### Selected gate families, run 1

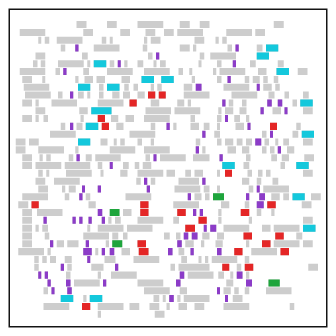
### Sequential cells grouped by signal name, run 1

Other sequential cells in the stronger grey, the rest of the logic in the fainter grey.
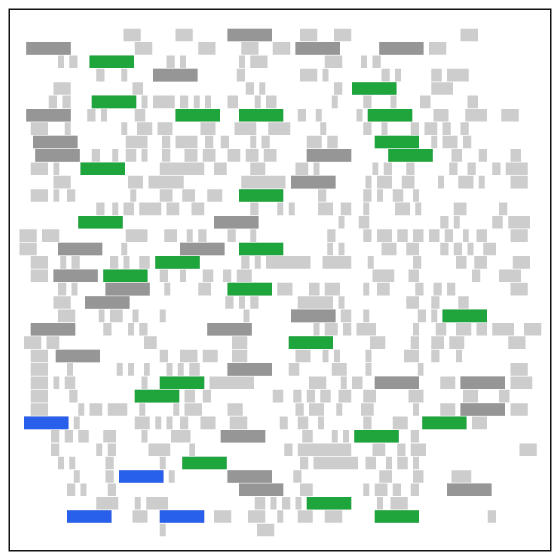
### The metal 3 layer, run 1

The bar under the picture is 20 um long.
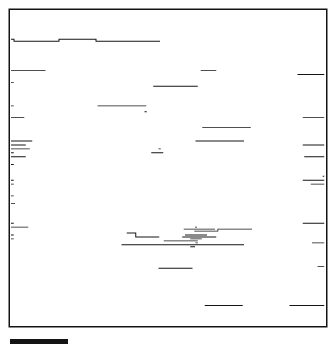
## config.mk

```make
export PLATFORM = sky130hd
export DESIGN_NAME = dot_accum
export DESIGN_NICKNAME = d
export VERILOG_FILES = /design/src/rtl/dot_accum_pkg.sv /design/src/rtl/dot_accum_sat_add.sv /design/src/rtl/dot_accum.sv
export SDC_FILE = /design/constraint.sdc
export NUM_CORES = 1
export LEC_CHECK = 0
export CELL_PAD_IN_SITES_DETAIL_PLACEMENT = 1
export CELL_PAD_IN_SITES_GLOBAL_PLACEMENT = 2
export CORE_MARGIN = 1
export CORE_UTILIZATION = 30
export DETAILED_ROUTE_END_ITERATION = 12
export PLACE_DENSITY_LB_ADDON = 0.1
export SKIP_LAST_GASP = 1
export SLEW_MARGIN = 30
export SYNTH_ARGS = -nofsm -noshare
export SYNTH_HDL_FRONTEND = slang
export SYNTH_SLANG_ARGS = --single-unit
export TNS_END_PERCENT = 50
```

## constraint.sdc

```tcl
create_clock -name clk -period 3.7 [get_ports clk]
set_input_delay 0.74 -clock clk [delete_from_list [all_inputs] [get_ports clk]]
set_output_delay 0.74 -clock clk [all_outputs]
set_load 0.05 [all_outputs]
```

## src/rtl/dot_accum_pkg.sv

```systemverilog
// dot_accum_pkg: shared types and helpers for the dot-product accumulator.
//   state_e   : block FSM states (ACC collects beats, DONE holds a result)
//   PROD_W    : width of one incoming product
//   MIN_ACC_W : narrowest legal accumulator (must hold one full product)
//   cnt_w()   : beat counter width for a given block length
package dot_accum_pkg;

  typedef enum logic {
    ACC  = 1'b0,
    DONE = 1'b1
  } state_e;

  localparam int PROD_W    = 16;
  localparam int MIN_ACC_W = 16;

  function automatic int cnt_w(input int len);
    return $clog2(len);
  endfunction

endpackage

```

## src/rtl/dot_accum_sat_add.sv

```systemverilog
// sat_add: combinational saturating adder, W-bit accumulator plus 16-bit
// unsigned operand.
//   a   [W-1:0] in  running sum
//   b   [15:0]  in  product to add
//   sum [W-1:0] out min(a + b, 2^W - 1)
//   ovf         out 1 when the true sum did not fit in W bits
module sat_add #(
  parameter int W = 24
) (
  input  logic [W-1:0] a,
  input  logic [15:0]  b,
  output logic [W-1:0] sum,
  output logic         ovf
);

  // One extra bit catches the carry out; W >= 16 keeps the pad width positive.
  logic [W:0] full;

  assign full = {1'b0, a} + {{(W + 1 - 16){1'b0}}, b};
  assign ovf  = full[W];
  assign sum  = ovf ? {W{1'b1}} : full[W-1:0];

endmodule

```

## src/rtl/dot_accum.sv

```systemverilog
// dot_accum: sums blocks of LEN unsigned 16-bit products into a saturating
// ACC_W-bit accumulator and presents each block sum on a valid/ready port.
//   clk, rst_n         clock, asynchronous active-low reset
//   clr                abort the partial block (ignored while a result waits)
//   in_valid/in_ready  product handshake; in_ready depends on state only
//   in_prod [15:0]     product beat
//   out_valid/out_ready result handshake
//   out_sum [ACC_W-1:0] saturated block sum
//   out_ovf            saturation happened somewhere in the block
module dot_accum
  import dot_accum_pkg::*;
#(
  parameter int LEN   = 16,
  parameter int ACC_W = 24
) (
  input  logic             clk,
  input  logic             rst_n,
  input  logic             clr,
  input  logic             in_valid,
  output logic             in_ready,
  input  logic [15:0]      in_prod,
  output logic             out_valid,
  input  logic             out_ready,
  output logic [ACC_W-1:0] out_sum,
  output logic             out_ovf
);

  localparam int            CW   = cnt_w(LEN);
  localparam logic [CW-1:0] LAST = CW'(LEN - 1);

  if (ACC_W < MIN_ACC_W) begin : g_bad_acc_w
    $error("dot_accum: ACC_W must be at least 16");
  end
  if (LEN < 2 || LEN > 256) begin : g_bad_len
    $error("dot_accum: LEN must be in 2..256");
  end

  state_e           state_q, state_d;
  logic [CW-1:0]    cnt_q, cnt_d;
  logic [ACC_W-1:0] acc_q, acc_d;
  logic             ovf_q, ovf_d;
  logic             out_valid_q, out_valid_d;
  logic [ACC_W-1:0] out_sum_q, out_sum_d;
  logic             out_ovf_q, out_ovf_d;

  logic             first;
  logic [ACC_W-1:0] add_a;
  logic [ACC_W-1:0] add_sum;
  logic             add_ovf;
  logic             blk_ovf;

  // First beat of a block loads the product directly: feed zero to the adder
  // and ignore whatever overflow history the previous block left behind.
  assign first   = (cnt_q == '0);
  assign add_a   = first ? '0 : acc_q;
  assign blk_ovf = (first ? 1'b0 : ovf_q) | add_ovf;

  sat_add #(.W(ACC_W)) u_sat_add (
    .a   (add_a),
    .b   (in_prod),
    .sum (add_sum),
    .ovf (add_ovf)
  );

  assign in_ready  = (state_q == ACC);
  assign out_valid = out_valid_q;
  assign out_sum   = out_sum_q;
  assign out_ovf   = out_ovf_q;

  always_ff @(posedge clk or negedge rst_n) begin
    if (!rst_n) begin
      state_q     <= ACC;
      cnt_q       <= '0;
      acc_q       <= '0;
      ovf_q       <= 1'b0;
      out_valid_q <= 1'b0;
      out_sum_q   <= '0;
      out_ovf_q   <= 1'b0;
    end else begin
      state_q     <= state_d;
      cnt_q       <= cnt_d;
      acc_q       <= acc_d;
      ovf_q       <= ovf_d;
      out_valid_q <= out_valid_d;
      out_sum_q   <= out_sum_d;
      out_ovf_q   <= out_ovf_d;
    end
  end

  always_comb begin
    state_d     = state_q;
    cnt_d       = cnt_q;
    acc_d       = acc_q;
    ovf_d       = ovf_q;
    out_valid_d = out_valid_q;
    out_sum_d   = out_sum_q;
    out_ovf_d   = out_ovf_q;
    unique case (state_q)
      ACC: begin
        if (clr) begin
          // Abort wins over a same-cycle beat; acc is reloaded on the next
          // first beat so it needs no clearing here.
          cnt_d = '0;
          ovf_d = 1'b0;
        end else if (in_valid) begin
          acc_d = add_sum;
          ovf_d = blk_ovf;
          if (cnt_q == LAST) begin
            cnt_d       = '0;
            out_sum_d   = add_sum;
            out_ovf_d   = blk_ovf;
            out_valid_d = 1'b1;
            state_d     = DONE;
          end else begin
            cnt_d = cnt_q + 1'b1;
          end
        end
      end
      DONE: begin
        if (out_ready) begin
          out_valid_d = 1'b0;
          ovf_d       = 1'b0;
          state_d     = ACC;
        end
      end
    endcase
  end

endmodule

```

==> run summary, run 1 <==
Implementation results.

The run finished with clean final reports. The area of placed instances is 4170 um2. The summed negative setup slack over all endpoints is 0 ns. Counting every net in the synthesized netlist gives 452. The summed area of non-filler cells in the final layout is 4340 um2.

The CTS root buffer is clkbuf_16. After layout, the worst path uses 91.8% of the clock period. Yosys reports a chip area of 3490 um2. The startpoint of the worst-slack reg-to-reg timing path is cnt_q[0]. The clock-pin slew on the worst setup and hold paths is 0.08 ns.

The net total in the final layout is 499. The synthesis-to-finish area growth is 24.4%. The transition time recorded at the tightest slew-check pin is 0.615 ns. The initial utilization of the core area, before any placement, comes to 31.5%.

The shortest period the worst path allows is 3.40 ns. Yosys printed 0 warnings. The final power report lists total power as 1.99 mW. The final setup violation count is 0.

The routed length per placed instance is 17.4 um. The global-route usage over all layers is 18.8%. The cell area that synthesis handed to floorplanning was 3490 um2.

The number of remaining DRC errors is 0. IR analysis of the VDD net gives a maximum drop of 223 uV. The setup clock skew after layout is 0.00559 ns.

Per Yosys stat, the portion of area used by sequential elements is 40.2%. Counting tap cells, the placed design contains a total of 592 instances. STA classifies the critical path endpoint as a register. The number of I/O pins is 48.

Per the final layout report, the fraction of cells sized above drive strength 1 comes to 6.74%. Max-slew check failures listed in the final report amount to 0. The count of input and output buffers is 47.

The clock drives 56 sinks. The post-route worst hold slack is 0.447 ns.
-- 'Selected gate families' (at the start) --
colour	family	cells
cyan	fa/ha/maj cells	19
green	mux cells	4
purple	nand cells	77
red	non-inverting ao/oa cells	25

-- 'Sequential cells grouped by signal name' (at the start) --
colour	signal	flops
green	`acc_q`	24
blue	`cnt_q`	4

-- 'The metal 3 layer' (at the start) --
share of all routed wire	3.8%
longest straight run	42.3 um
main direction	horizontal

==> run 1: metal layers <==
layer	GRT usage [%]	part of all wire (%)	vias to the layer above
met2	28.8	44	68
met3	2.61	3.8	6
met1	27.6	52	1513
met5	0	0	-
met4	4.29	0.56	0
li1	-	-	1552
==> run 1: final cells by class <==
| class | count | area (um2) | area share (%) |
|---|---|---|---|
| clock inverter | 2 | 35.0 | 0.808 |
| timing repair buffer | 62 | 594 | 13.7 |
| clock buffer | 6 | 129 | 2.97 |
| tap | 140 | 175 | 4.04 |
| multi-input combinational | 327 | 1970 | 45.5 |
| inverter | 7 | 26.3 | 0.606 |
| sequential | 56 | 1400 | 32.3 |
==> run 1: critical path: stages (launching register included) <==
cell and delay (ns):
dfrtp_1 0.42, inv_1 0.07, ha_1 0.15, nor3b_2 0.31
nor2b_1 0.10, ha_1 0.24, fa_1 0.43, a211oi_1 0.31
o21ai_2 0.12, a31oi_1 0.30, o41ai_2 0.15, and2_1 0.21
buf_12 0.16, nor2_1 0.19, a21oi_1 0.10
==> run 1: kinds of logic after synthesis <==
family | share of synthesized area (%)
AND-OR/OR-AND | 22.3
XOR/XNOR | 4.27
adder cells (fa/ha/maj) | 7.04
buffers and inverters | 3.52
flip-flops | 40.2
multiplexers | 1.22
AND/OR/NAND/NOR | 21.5
==> run 1: power by group <==
part           internal, mW  switching [mW]  leakage (nW)
combinational         0.265           0.402          1.07
sequential            0.697          0.0741         0.723
clock                 0.319           0.230        0.0808
==> run 1: timing repair <==
action	4_1_cts	5_1_grt
setup endpoints to repair	0	9
gates resized	0	1
hold buffers	0	0
endpoints found under the hold margin	0	0
==> run 1: synth_stat cells (2+ instances only) <==
cell | number | share of area (%)
ha_1 | 18 | 6.5
and3_1 | 5 | 0.90
buf_2 | 2 | 0.29
xor2_1 | 9 | 2.3
o32a_1 | 2 | 0.57
a211oi_1 | 2 | 0.43
nand4_1 | 6 | 1.1
a21oi_1 | 41 | 5.9
and2_1 | 5 | 0.90
nor2b_1 | 19 | 3.4
nand2_1 | 55 | 5.9
mux2_2 | 2 | 0.65
o211ai_1 | 7 | 1.5
o21a_1 | 5 | 1.1
o31a_1 | 4 | 1.0
nand3_1 | 13 | 1.9
a31oi_1 | 4 | 0.72
o22a_1 | 8 | 2.0
mux2i_1 | 2 | 0.57
dfrtp_1 | 56 | 40
o22ai_1 | 2 | 0.36
o21ai_0 | 24 | 3.4
nor2_1 | 50 | 5.4
a21o_1 | 4 | 0.86
inv_1 | 7 | 0.75
nor3_1 | 4 | 0.57
xnor2_1 | 8 | 2.0
o31ai_1 | 2 | 0.43
clkbuf_1 | 17 | 1.8
o21ai_1 | 7 | 1.0
==> run 1: flip-flops by register name, summed over array words and instances, names as in the netlist <==
signal / flops
out_sum: 24
acc_q: 24
ovf_q: 1
cnt_q: 4
state_q: 1
out_ovf: 1
out_valid: 1
==> run 1: worst max path at each step <==
stage,start,to,cells after the start
final,cnt_q[0],out_sum[12],14
after global routing,cnt_q[0],acc_q[20],14
after CTS,cnt_q[0],out_sum[12],14
after detailed placement,in_prod[0],out_sum[12],11
after global placement,in_prod[0],out_sum[12],11
after floorplan,cnt_q[0],out_sum[23],15
### Metal 2, run 1

Cells faint in the background.
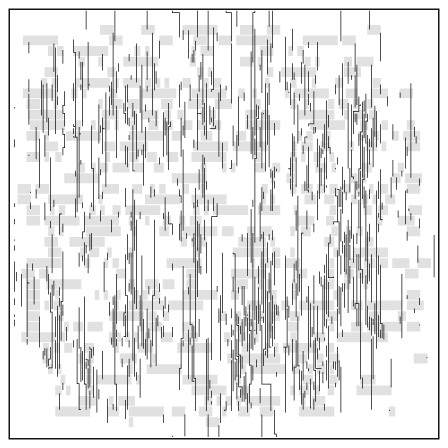

==> inputs of run 2 (changes only) <==
--- a/config.mk
+++ b/config.mk
@@ -11,6 +11,7 @@
 export CORE_UTILIZATION = 30
 export DETAILED_ROUTE_END_ITERATION = 12
 export PLACE_DENSITY_LB_ADDON = 0.1
+export RECOVER_POWER = 25
 export SKIP_LAST_GASP = 1
 export SLEW_MARGIN = 30
 export SYNTH_ARGS = -nofsm -noshare
==> constraint.sdc (replaced) <==
create_clock -name clk -period 3.7 [get_ports clk]
set_input_delay 1.11 -clock clk [delete_from_list [all_inputs] [get_ports clk]]
set_output_delay 1.11 -clock clk [all_outputs]
set_load 0.05 [all_outputs]
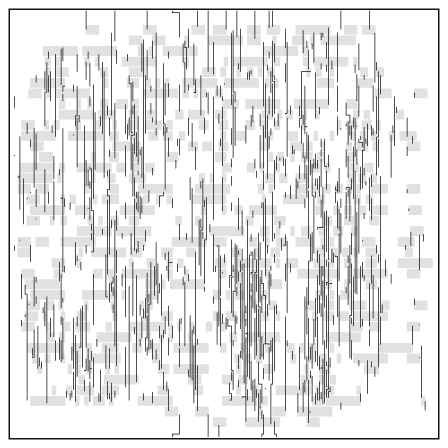
*Metal 2, run 2*
Cells faint in the background.
share of all routed wire	43%
nets with wire on the layer	443
main direction	vertical
wire length on this layer	4450 um
longest straight run	40.1 um
wire length after detailed routing: 10.4 mm
total via count in the routed design: 3176
M2 GR Usage: 27.8%

==> run 2 against run 1 <==
Compared with the run above:
- the flow now finishes with violations (capacitance limit, slew limit)
- non-clock buffer count up 19
- critical path depth down 3
- maximum frequency down 2.4%
- final cell count up 3.2%
- global-route usage up 0.14 points
- clock power up 2%
- combinational power up 3.4%
- sequential power about the same
- core utilization up 1.2 points
- sequential share of layout area down 0.94 points
- largest cell class unchanged
- highest routed layer unchanged
==> run summary, run 2 <==
Implementation results.

The run finished, with violations left. The shortest period the worst path allows is 3.48 ns (+0.0832 ns). The share of the synthesized area in the top cell type is 40.2% (unchanged). The sequential share of power is 38.1% (-0.7 points).

In the synthesized netlist, the cells that appear most often are dfrtp_1 (56), nand2_1 (55), nor2_1 (50). The routed length per placed instance is 16.8 um (-3.5%). The area fraction in full adders, half adders and majority gates is 7.04% (unchanged). The effective utilization at floorplan is 31.5% (unchanged). The proportion of power drawn by the clock network came to 27.7% (about the same). The post-synth design cell area came to 3490 um2 (unchanged). The number of I/O pins is 48 (unchanged). The switching power as a share of total power is 35.3% (-0.19 points).

The clock-pin slew on the worst setup and hold paths is 0.07 ns (about the same). The reported net switching power is 712 uW (+0.88%). The top cell type by total area after synthesis is dfrtp_1.

The hold buffer count at cts is 0 (unchanged). The setup clock skew after layout came to 0.00661 ns (+0.00101 ns). The main area contributors are dfrtp_1 (40%), ha_1 (6.5%), nand2_1 (5.9%), a21oi_1 (5.9%), nor2_1 (5.4%). The number of slew-limit violations in the final report came to 29 (+29). The max capacitance violation total is 1. The checks that failed: capacitance limit, slew limit.
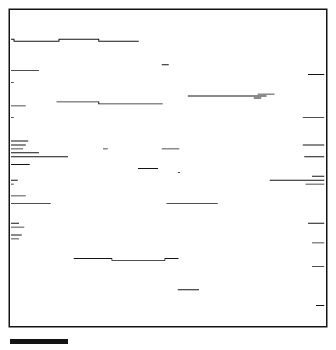
*The metal 3 layer, run 2*
The bar under the picture is 20 um long.
met3 Use GR: 3.79%

==> run 2: area by class of cell <==
type	count	share of cell area, %
Inverter	7	0.588
Tap cell	140	3.92
Timing Repair Buffer	81	16.2
Clock inverter	2	0.785
Sequential cell	56	31.4
Multi-Input combinational cell	327	44.2
Clock buffer	6	2.89
==> run 2: logic make-up (layout without fill, tap and decap cells) <==
group | count (synthesis) | after routing
buf+inv | 29 | 96
xor+xnor | 17 | 17
flops | 56 | 56
mux | 4 | 4
simple gates | 164 | 164
compound gates | 123 | 123
fa+ha+maj | 19 | 19
==> run 2: power by group through the flow <==
stage	logic [mW]	registers (mW)	clock network, mW
finish	0.690	0.768	0.558
global route	0.770	0.781	0.598
CTS	0.700	0.766	0.578
detailed placement	0.695	0.778	0
global placement	0.688	0.775	0
floorplan	0.407	0.810	0
==> run 2: tightest hold or removal path, cell delays in order (launching register included) <==
cell and delay, ns:
dfrtp_1 0.35, nand2_1 0.04, o21ai_0 0.06
==> run 2: per-stage QoR <==
stage                     hold slack [ns]  instance area (um2)  utilization (%)  total power, mW  cells
final                               0.479                 4470             40.3             2.02    619
after floorplan                     0.442                 3490                -             1.22    412
after global routing                0.495                 4470             40.3             2.15    619
after global placement              0.457                 4310             38.9             1.46    611
after CTS                           0.481                 4470             40.4             2.04    619
after detailed placement            0.463                 4310             38.9             1.47    611
==> run 2: final timing paths <==
check | start | end | slack, ns
setup / recovery | in_prod[0] | out_sum[17] | 0.22
hold / removal | acc_q[6] | acc_q[6] | 0.48
setup reg to reg | cnt_q[0] | out_sum[23] | 0.31
hold reg to reg | acc_q[6] | acc_q[6] | 0.48
max in group asynchronous | rst_n | acc_q[10] | 1.41
min in group asynchronous | rst_n | out_sum[15] | 1.21
==> run 2: routing by layer <==
layer,wire [um],vias to the layer above,track usage (%)
li1,-,1588,-
met1,5470,1533,27.7
met4,114,0,5.43
met2,4450,47,27.8
met5,0,-,0
met3,366,8,3.79
### Sequential cells grouped by signal name, run 2

Other sequential cells in the stronger grey, the rest of the logic in the fainter grey.
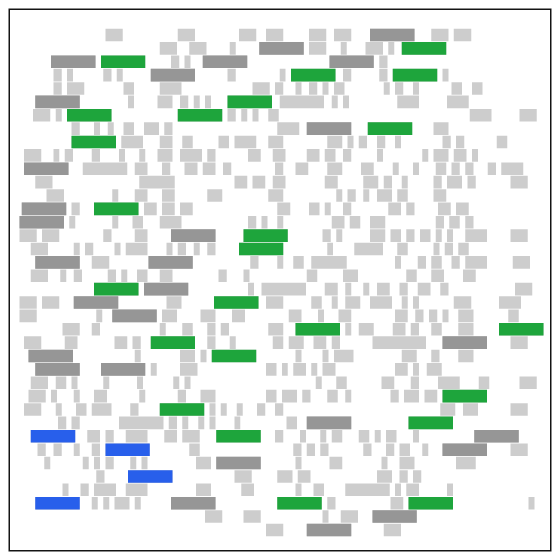

==> inputs of run 3 (changes only) <==
==> constraint.sdc (replaced) <==
create_clock -name clk -period 3.11 [get_ports clk]
set_input_delay 0.933 -clock clk [delete_from_list [all_inputs] [get_ports clk]]
set_output_delay 0.933 -clock clk [all_outputs]
set_load 0.05 [all_outputs]
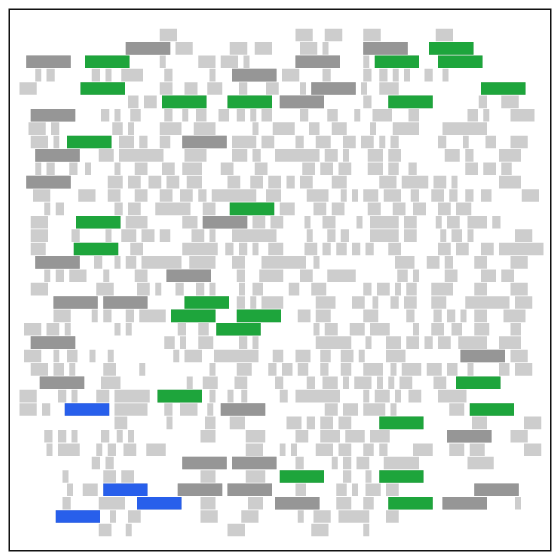
*Sequential cells grouped by signal name, run 3*
Other sequential cells in the stronger grey, the rest of the logic in the fainter grey.
post-route core utilization: 47.5%
seq pwr: 917 uW
sequential portion of the cell area: 26.7%
area occupied by registers: 1400 um2

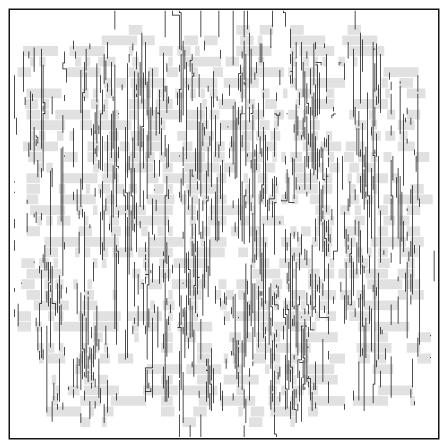
*Metal 2, run 3*
Cells faint in the background.
share of all routed wire	46%
longest straight run	58.6 um

==> run 3 against run 2 <==
Compared with the run above:
- the flow finishes with violations (capacitance limit, slew limit, setup timing)
- non-clock buffer count up 55
- highest routed layer unchanged
- first-iteration DRC count up 15%
- via count up 10%
- clock power up 11%
==> run summary, run 3 <==
Implementation results.

The clock-pin slew on the worst setup and hold paths is 0.08 ns (about the same). For reference, compound AND-OR and OR-AND cells occupy 22.3% of the area reported after synthesis. The share of cells above drive strength 1 is 28.7%. The setup clock skew after layout is 0.00893 ns (+0.00232 ns). The switching power as a share of total power came to 36.4% (+1.1 points).

The area fraction in full adders, half adders and majority gates came to 7.04% (unchanged). The routed length per placed instance is 17.4 um (+3.7%). The number of I/O pins is 48 (unchanged). The number of remaining DRC errors is 0.

The effective utilization at floorplan is 31.5% (unchanged). The share of the synthesized area in the top cell type is 40.2% (unchanged). The max capacitance violation total is 1 (unchanged). The overall power consumption is 2.67 mW (+33%).

The number of slew-limit violations in the final report is 23 (-21%). Listed in order, past its start point the critical path passes inv_1, ha_2, nor3b_4, buf_6, buf_6, nor2b_1, ha_1, o211ai_1, o21ai_2, a31oi_2, o41ai_2, buf_4, buf_6, nand3_2, o31ai_1, a2bb2oi_1. The commonest register cell is dfrtp_1. The smallest clock period supported by the final layout is computed as 3.16 ns. The class of the worst hold path is reg2reg. The hold buffer count at cts is 0 (unchanged). The sequential share of power is 34.3% (-3.8 points). Ranked by instance count, the synthesized netlist is headed by dfrtp_1 (56), nand2_1 (55), nor2_1 (50). The flow ran to the end, but the final reports show violations. Endpoints with negative setup slack in the final report add up to 9. In the post-route analysis, the smallest setup slack over all paths is -0.0469 ns. The most common logic cells in the final layout are buf_4 (73), dfrtp_1 (56), nand2_1 (51). At the worst endpoint, the arrival time is 3.33 ns.

The largest combinational cell category by area is AND-OR/OR-AND gates. The synthesis-to-finish area growth is 50.8%. At the worst endpoint, the required time is 3.29 ns.

The worst setup path is captured at a register. The top cell type by total area after synthesis is dfrtp_1. The sum of routed wire length over all layers came to 11.7 mm (+13%).

The total number of vias is 3499 (+10%). In the post-synthesis netlist, the biggest area contributors are dfrtp_1 (40%), ha_1 (6.5%), nand2_1 (5.9%), a21oi_1 (5.9%), nor2_1 (5.4%). The synthesized area divided by synthesized cell count is 8.46 um2. The width of the die is 110 um. The largest single stage delay on the critical path is 0.39 ns.

The count of input and output buffers is 47. The number of clock sinks came to 56. The proportion of power drawn by the clock network is 23.3% (-4.4 points). The post-route worst hold slack came to 0.481 ns (+0.00182 ns). The worst-case register-to-register setup slack is -0.05 ns (-0.36 ns). The checks that failed: capacitance limit, slew limit, setup timing. The post-synth design cell area is 3490 um2 (unchanged). The reported net switching power came to 973 uW (+37%). In the power breakdown, the internal column shows 1.70 mW. The highest clock frequency the design can meet is 317 MHz.
## run 3: cell counts after synthesis
Identical to the previous run, type by type.
## run 3: through the flow
step | area, um2 | TNS, ns | cells | worst slack, ns | util, %
global placement | 4630 | -11.80 | 646 | -0.431 | 41.8
CTS | 4970 | -0.181 | 666 | -0.0295 | 44.8
detailed placement | 4630 | -13.50 | 646 | -0.453 | 41.8
floorplan | 3520 | -0.00472 | 412 | -0.00472 | -
global route | 5260 | -6.17 | 674 | -0.211 | 47.5
finish | 5260 | -0.318 | 674 | -0.0469 | 47.5
## run 3: worst paths after layout
path                          start           to  cells past startpoint
max reg2reg                cnt_q[1]    acc_q[20]                     16
min                        acc_q[7]     acc_q[7]                      2
min reg2reg                acc_q[7]     acc_q[7]                      2
min in group asynchronous     rst_n  out_sum[16]                      1
max in group asynchronous     rst_n   out_sum[9]                      1
max                        cnt_q[1]    acc_q[20]                     16
## run 3: cell families (layout without fill, tap and decap cells)
family,Yosys count,after routing
AND/OR/NAND/NOR,164,164
AND-OR/OR-AND,123,123
flip-flops,56,56
buffers and inverters,29,151
adder cells (fa/ha/maj),19,19
XOR/XNOR,17,17
multiplexers,4,4
## run 3: final cells by class
| class | instances | area (um2) |
|---|---|---|
| Clock buffer | 6 | 139 |
| Tap cell | 140 | 175 |
| Sequential cell | 56 | 1400 |
| Multi-Input combinational cell | 327 | 2250 |
| Timing Repair Buffer | 136 | 1240 |
| Fill cell | 1293 | 5820 |
| Inverter | 7 | 26.3 |
| Clock inverter | 2 | 17.5 |
## run 3: power by group through the flow
stage               logic, mW  clock network, mW  registers (mW)
CTS                      1.02              0.638           0.917
detailed placement      0.950                  0           0.928
floorplan               0.495                  0           0.964
global route             1.24              0.661           0.934
global placement        0.934                  0           0.922
finish                   1.13              0.621           0.917
## run 3: worst max-delay path, delay by kind of cell, from the launching register on
family / cells / cell delay (ns)
AOI/OAI and AO/OA: 6 / 1.20
DFF: 1 / 0.39
adders and majority gates: 2 / 0.48
buffers and inverters: 5 / 0.63
and+or+nand+nor: 3 / 0.31
## run 3: metal layers
metal | global-route usage [%] | vias up | part of all wire, %
met5 | 0 | - | 0
li1 | - | 1695 | -
met1 | 28.0 | 1741 | 50
met4 | 4.38 | 0 | 0.99
met2 | 32.9 | 54 | 46
met3 | 3.50 | 9 | 2.8
## run 3: timing repair
| action | in CTS | in global routing |
|---|---|---|
| endpoints found under the setup margin | 43 | 50 |
| pin swaps | 22 | 13 |
| setup buffers | 12 | 7 |
| gates cloned | 0 | 1 |
| gates resized | 26 | 47 |
Power and IR drop assume default switching activity.
